**src/rtl/game_pkg.sv**
```systemverilog
// Shared types and character constants for the game record serialiser.
package game_pkg;

  typedef enum logic [3:0] {
    IDLE, HDR, ID, COLON, NUM, SPACE, COLOR, SEP, DSEP, WAIT_DRAW, NL
  } state_t;

  typedef enum logic [1:0] {RED, GREEN, BLUE} colour_t;

  localparam logic [7:0] ASCII_SPACE = 8'h20;
  localparam logic [7:0] ASCII_COLON = 8'h3A;
  localparam logic [7:0] ASCII_COMMA = 8'h2C;
  localparam logic [7:0] ASCII_SEMI  = 8'h3B;
  localparam logic [7:0] ASCII_LF    = 8'h0A;
  localparam logic [7:0] ASCII_ZERO  = 8'h30;

  // Characters of the "Game " header by position.
  function automatic logic [7:0] hdr_char(input logic [2:0] pos);
    case (pos)
      3'd0:    return 8'h47;  // G
      3'd1:    return 8'h61;  // a
      3'd2:    return 8'h6D;  // m
      3'd3:    return 8'h65;  // e
      default: return ASCII_SPACE;
    endcase
  endfunction

  // Number of characters in a colour name.
  function automatic logic [2:0] colour_len(input colour_t c);
    case (c)
      RED:     return 3'd3;
      GREEN:   return 3'd5;
      default: return 3'd4;
    endcase
  endfunction

  // Character of a colour name by position.
  function automatic logic [7:0] colour_char(input colour_t c, input logic [2:0] pos);
    case (c)
      RED: begin
        case (pos)
          3'd0:    return 8'h72;  // r
          3'd1:    return 8'h65;  // e
          default: return 8'h64;  // d
        endcase
      end
      GREEN: begin
        case (pos)
          3'd0:      return 8'h67;  // g
          3'd1:      return 8'h72;  // r
          3'd2, 3'd3: return 8'h65; // e
          default:   return 8'h6E;  // n
        endcase
      end
      default: begin
        case (pos)
          3'd0:    return 8'h62;  // b
          3'd1:    return 8'h6C;  // l
          3'd2:    return 8'h75;  // u
          default: return 8'h65;  // e
        endcase
      end
    endcase
  endfunction

endpackage

```
**src/rtl/u8_to_dec.sv**
```systemverilog
// 8-bit binary to three ASCII decimal digits plus significant digit count.
module u8_to_dec
  import game_pkg::*;
(
  input  logic [7:0] value_i,
  output logic [7:0] hund_o,
  output logic [7:0] tens_o,
  output logic [7:0] ones_o,
  output logic [1:0] ndig_o
);

  logic [7:0] h;
  logic [7:0] t;
  logic [7:0] o;

  // Constant-divisor split into digits; count drives leading-zero suppression.
  always_comb begin
    h      = value_i / 8'd100;
    t      = (value_i / 8'd10) % 8'd10;
    o      = value_i % 8'd10;
    hund_o = ASCII_ZERO + h;
    tens_o = ASCII_ZERO + t;
    ones_o = ASCII_ZERO + o;
    if (value_i >= 8'd100)     ndig_o = 2'd3;
    else if (value_i >= 8'd10) ndig_o = 2'd2;
    else                       ndig_o = 2'd1;
  end

endmodule

```
**src/rtl/game_record_tx.sv**
```systemverilog
// Serialises accepted draws into "Game <id>: <n> <colour>, ...; ...\n" text,
// one ASCII character per valid/ready handshake.
module game_record_tx
  import game_pkg::*;
#(
  parameter logic [7:0] FIRST_ID = 8'd1
) (
  input  logic       clk,
  input  logic       rst_n,
  input  logic       draw_valid,
  output logic       draw_ready,
  input  logic [7:0] draw_red,
  input  logic [7:0] draw_green,
  input  logic [7:0] draw_blue,
  input  logic       draw_last,
  output logic [7:0] char_out,
  output logic       output_valid,
  input  logic       char_ready,
  output logic [7:0] game_id
);

  state_t     state_q, state_d;
  colour_t    colour_q, colour_d, in_first, next_colour;
  logic [7:0] red_q, red_d, green_q, green_d, blue_q, blue_d;
  logic [7:0] game_id_q, game_id_d;
  logic [2:0] pos_q, pos_d;
  logic       last_q, last_d;
  logic       ready_en_q, ready_en_d;

  logic [7:0] cur_count, dec_in, dig_h, dig_t, dig_o, digit;
  logic [1:0] ndig, didx;
  logic       accept, adv, last_digit, has_next;

  assign accept  = draw_valid && draw_ready;
  assign adv     = output_valid && char_ready;
  assign game_id = game_id_q;

  // Count of the colour being emitted, or the game ID while in the ID field.
  always_comb begin
    case (colour_q)
      RED:     cur_count = red_q;
      GREEN:   cur_count = green_q;
      default: cur_count = blue_q;
    endcase
    dec_in = (state_q == ID) ? game_id_q : cur_count;
  end

  u8_to_dec u_dec (
    .value_i (dec_in),
    .hund_o  (dig_h),
    .tens_o  (dig_t),
    .ones_o  (dig_o),
    .ndig_o  (ndig)
  );

  // Digit position skips leading zeros; colour selection skips zero counts.
  always_comb begin
    didx       = 2'(2'd3 - ndig + pos_q[1:0]);
    last_digit = (pos_q[1:0] == 2'(ndig - 2'd1));
    case (didx)
      2'd0:    digit = dig_h;
      2'd1:    digit = dig_t;
      default: digit = dig_o;
    endcase
    // An all-zero draw still prints "0 red".
    if (draw_red != 8'd0 || (draw_green == 8'd0 && draw_blue == 8'd0)) in_first = RED;
    else if (draw_green != 8'd0)                                         in_first = GREEN;
    else                                                                 in_first = BLUE;
    has_next    = 1'b0;
    next_colour = BLUE;
    if (colour_q == RED && green_q != 8'd0) begin
      has_next    = 1'b1;
      next_colour = GREEN;
    end else if (colour_q != BLUE && blue_q != 8'd0) begin
      has_next    = 1'b1;
      next_colour = BLUE;
    end
  end

  // State register and datapath flops.
  always_ff @(posedge clk or negedge rst_n) begin
    if (!rst_n) begin
      state_q    <= IDLE;
      colour_q   <= RED;
      red_q      <= 8'd0;
      green_q    <= 8'd0;
      blue_q     <= 8'd0;
      last_q     <= 1'b0;
      pos_q      <= 3'd0;
      game_id_q  <= FIRST_ID;
      ready_en_q <= 1'b0;
    end else begin
      state_q    <= state_d;
      colour_q   <= colour_d;
      red_q      <= red_d;
      green_q    <= green_d;
      blue_q     <= blue_d;
      last_q     <= last_d;
      pos_q      <= pos_d;
      game_id_q  <= game_id_d;
      ready_en_q <= ready_en_d;
    end
  end

  // Next state: each field advances only on a character handshake.
  always_comb begin
    state_d    = state_q;
    colour_d   = colour_q;
    red_d      = red_q;
    green_d    = green_q;
    blue_d     = blue_q;
    last_d     = last_q;
    pos_d      = pos_q;
    game_id_d  = game_id_q;
    ready_en_d = 1'b1;
    if ((state_q == IDLE || state_q == WAIT_DRAW) && accept) begin
      state_d  = (state_q == IDLE) ? HDR : NUM;
      pos_d    = 3'd0;
      red_d    = draw_red;
      green_d  = draw_green;
      blue_d   = draw_blue;
      last_d   = draw_last;
      colour_d = in_first;
    end else if (adv) begin
      pos_d = pos_q + 3'd1;
      case (state_q)
        HDR:   if (pos_q == 3'd4) begin state_d = ID;    pos_d = 3'd0; end
        ID:    if (last_digit)    begin state_d = COLON; pos_d = 3'd0; end
        COLON: if (pos_q == 3'd1) begin state_d = NUM;   pos_d = 3'd0; end
        NUM:   if (last_digit)    begin state_d = SPACE; pos_d = 3'd0; end
        SPACE: begin state_d = COLOR; pos_d = 3'd0; end
        COLOR: begin
          if (pos_q == colour_len(colour_q) - 3'd1) begin
            pos_d = 3'd0;
            if (has_next) begin
              state_d  = SEP;
              colour_d = next_colour;
            end else if (last_q) begin
              state_d = NL;
            end else begin
              state_d = DSEP;
            end
          end
        end
        SEP:   if (pos_q == 3'd1) begin state_d = NUM;       pos_d = 3'd0; end
        DSEP:  if (pos_q == 3'd1) begin state_d = WAIT_DRAW; pos_d = 3'd0; end
        NL: begin
          state_d   = IDLE;
          pos_d     = 3'd0;
          game_id_d = game_id_q + 8'd1;
        end
        default: state_d = IDLE;
      endcase
    end
  end

  // Outputs: character and valid decoded from state and position.
  always_comb begin
    output_valid = 1'b1;
    char_out     = 8'd0;
    case (state_q)
      HDR:       char_out = hdr_char(pos_q);
      ID, NUM:   char_out = digit;
      COLON:     char_out = (pos_q == 3'd0) ? ASCII_COLON : ASCII_SPACE;
      SPACE:     char_out = ASCII_SPACE;
      COLOR:     char_out = colour_char(colour_q, pos_q);
      SEP:       char_out = (pos_q == 3'd0) ? ASCII_COMMA : ASCII_SPACE;
      DSEP:      char_out = (pos_q == 3'd0) ? ASCII_SEMI : ASCII_SPACE;
      NL:        char_out = ASCII_LF;
      default:   output_valid = 1'b0;
    endcase
    draw_ready = ready_en_q && !output_valid && (state_q == IDLE || state_q == WAIT_DRAW);
  end

endmodule

```
**config.mk**
```make
export PLATFORM = sky130hd
export DESIGN_NAME = game_record_tx
export DESIGN_NICKNAME = d
export VERILOG_FILES = /design/src/rtl/game_pkg.sv /design/src/rtl/u8_to_dec.sv /design/src/rtl/game_record_tx.sv
export SDC_FILE = /design/constraint.sdc
export NUM_CORES = 1
export LEC_CHECK = 0
export CAP_MARGIN = 20
export CORE_ASPECT_RATIO = 1.25
export CORE_MARGIN = 3
export CORE_UTILIZATION = 35
export CTS_BUF_LIST = sky130_fd_sc_hd__clkbuf_8
export DETAILED_ROUTE_END_ITERATION = 10
export GPL_ROUTABILITY_DRIVEN = 0
export HOLD_SLACK_MARGIN = 0.1
export PLACE_DENSITY = 0.67
export SYNTH_ARGS = -nofsm -noshare
export SYNTH_HDL_FRONTEND = slang
export SYNTH_SLANG_ARGS = --single-unit
```
**constraint.sdc**
```tcl
create_clock -name clk -period 8.49 [get_ports clk]
set_input_delay 2.547 -clock clk [delete_from_list [all_inputs] [get_ports clk]]
set_output_delay 2.547 -clock clk [all_outputs]
set_load 0.02 [all_outputs]
```
### The clock network

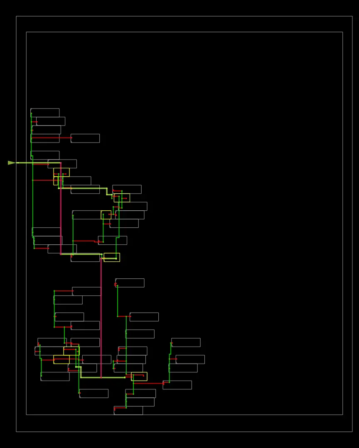
number of sinks on the clock net: 43
seq_cells: 43
total CTS buffers: 5

### Local utilization

Drawn at 3 px/µm. The die is cut into 11 by 13 equal tiles; white is low, dark blue is high, 0 to 100% covered.
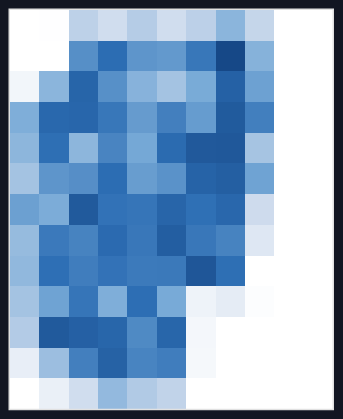
mean over tiles: 41%
tiles over 75% full: 17%
nearly empty tiles: 28%
fullest tile: 91%

### Signal wires on met3

Drawn at 4 px/µm. Cells faint in the background.
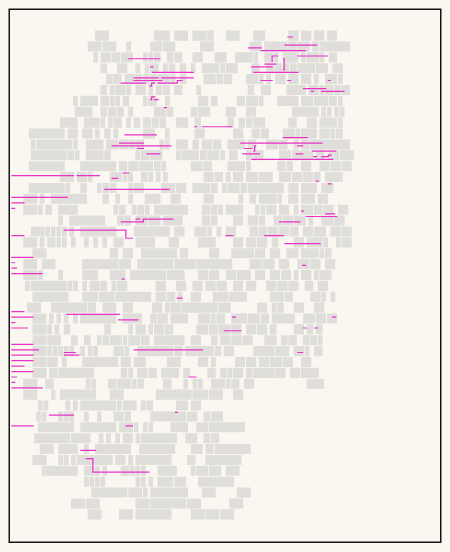
nets with wire on the layer: 85
main direction: horizontal
longest straight run: 20.2 µm
share of all routed wire: 3.7%
wire length on this layer: 515 µm

## registers in the layout, indices dropped and copies added, names as in the netlist
name and count:
game_id 8, red_q 8, last_q 1, ready_en_q 1, state_q 4, green_q 8, pos_q 3, blue_q 8
colour_q 2
## routing by layer
layer,track usage,up-vias
li1,-,2404
met1,0.2181,2385
met2,0.3734,161
met3,0.02245,33
met4,0.07579,0
met5,0,-
## cells in the final DEF, fill, tap and decap left out, drive strengths merged, types with 10 or more instances in the layout
| cell | count |
|---|---|
| nand2 | 125 |
| buf | 101 |
| nor2 | 49 |
| dfrtp | 42 |
| clkdlybuf4s50 | 41 |
| a21oi | 35 |
| o21ai | 27 |
| nor3 | 20 |
| ha | 20 |
| inv | 19 |
| xnor2 | 18 |
| nor4 | 13 |
| mux2i | 12 |
| and2 | 11 |
| a211oi | 11 |
| nand3 | 10 |
| mux2 | 10 |
| o211ai | 10 |
## critical path: cells and delay by family (launching register included)
kind            cells  cell delay (ns)
compound gates     10             1.85
buf+inv             5             0.51
simple gates        6             1.57
fa+ha+maj           4             0.80
flops               1             0.38
mux                 2             0.64
xor+xnor            1             0.21
## final cells by class
cell class                 count  area (µm²)  area share
clock buffer                   6       82.58     0.01380
clock inverter                 2       12.51    0.002091
inverter                      20       80.08     0.01338
multi-input combinational    501        3347      0.5593
sequential                    43        1077      0.1800
tap                          164       205.2     0.03429
timing repair buffer         143        1180      0.1972
## final timing paths
| kind | from | end |
|---|---|---|
| setup / recovery | state_q[0] | char_out[5] |
| hold / removal | red_q[4] | red_q[4] |
| setup reg to reg | colour_q[0] | state_q[0] |
| hold reg to reg | red_q[4] | red_q[4] |
| max in group asynchronous | rst_n | green_q[2] |
| min in group asynchronous | rst_n | last_q |
==> deck_impl_summary.md <==
Implementation Results

Routing
  • DRT met1 WL: 5.370 mm
  • Total via count in the routed design: 4983
  • Detailed Routing Iterations Pass 1: 5
  • Routed WL: 13.98 mm

Finish
  • Total inserted antenna cells: 0

Place
  • IO Port Bufs: approximately 46

STA
  • Worst Setup Slack, final: -0.3315 ns
  • RSZ-0062 raised after global routing: true
  • Number of setup violations in the final report: 2
  • Worst clock skew: 0.01057 ns

Die
  • IO Count: about 47
  • Initial Utilization: 0.3639
  • Placeable core region: 0.01239 mm²

Synth
  • Fraction of the yosys area taken by sequential cells: 0.2390
  • Area of the mapped netlist: 0.004508 mm²
  • Nets in the synthesized netlist: 640
  • Logic family by area: simple AND/OR/NAND/NOR gates
  • Most frequent cells after synthesis: sky130_fd_sc_hd__nand2_1 (122), sky130_fd_sc_hd__nor2_1 (49), sky130_fd_sc_hd__dfrtp_1 (42)
  • Share of the synthesized netlist area taken by xor and xnor gates: 0.03886
  • AO/OA Area Share: 0.2542

Clocking
  • Late-Pin Clk Latency: 0.30 ns
  • Maximum level of the CTS H-tree: 2
  • Root buffer selected by CTS: sky130_fd_sc_hd__clkbuf_8

Worst setup path
  • CP Class: register to output pin
  • Slowest cell delay on critical path: 0.57 ns

Status
  • Failing checks: setup timing
  • Outcome: finished with violations

GRT
  • Overflow left after global routing: 0
  • First-pass GRT wire length: 23.20 mm
  • Total GRT Usage: 0.1965
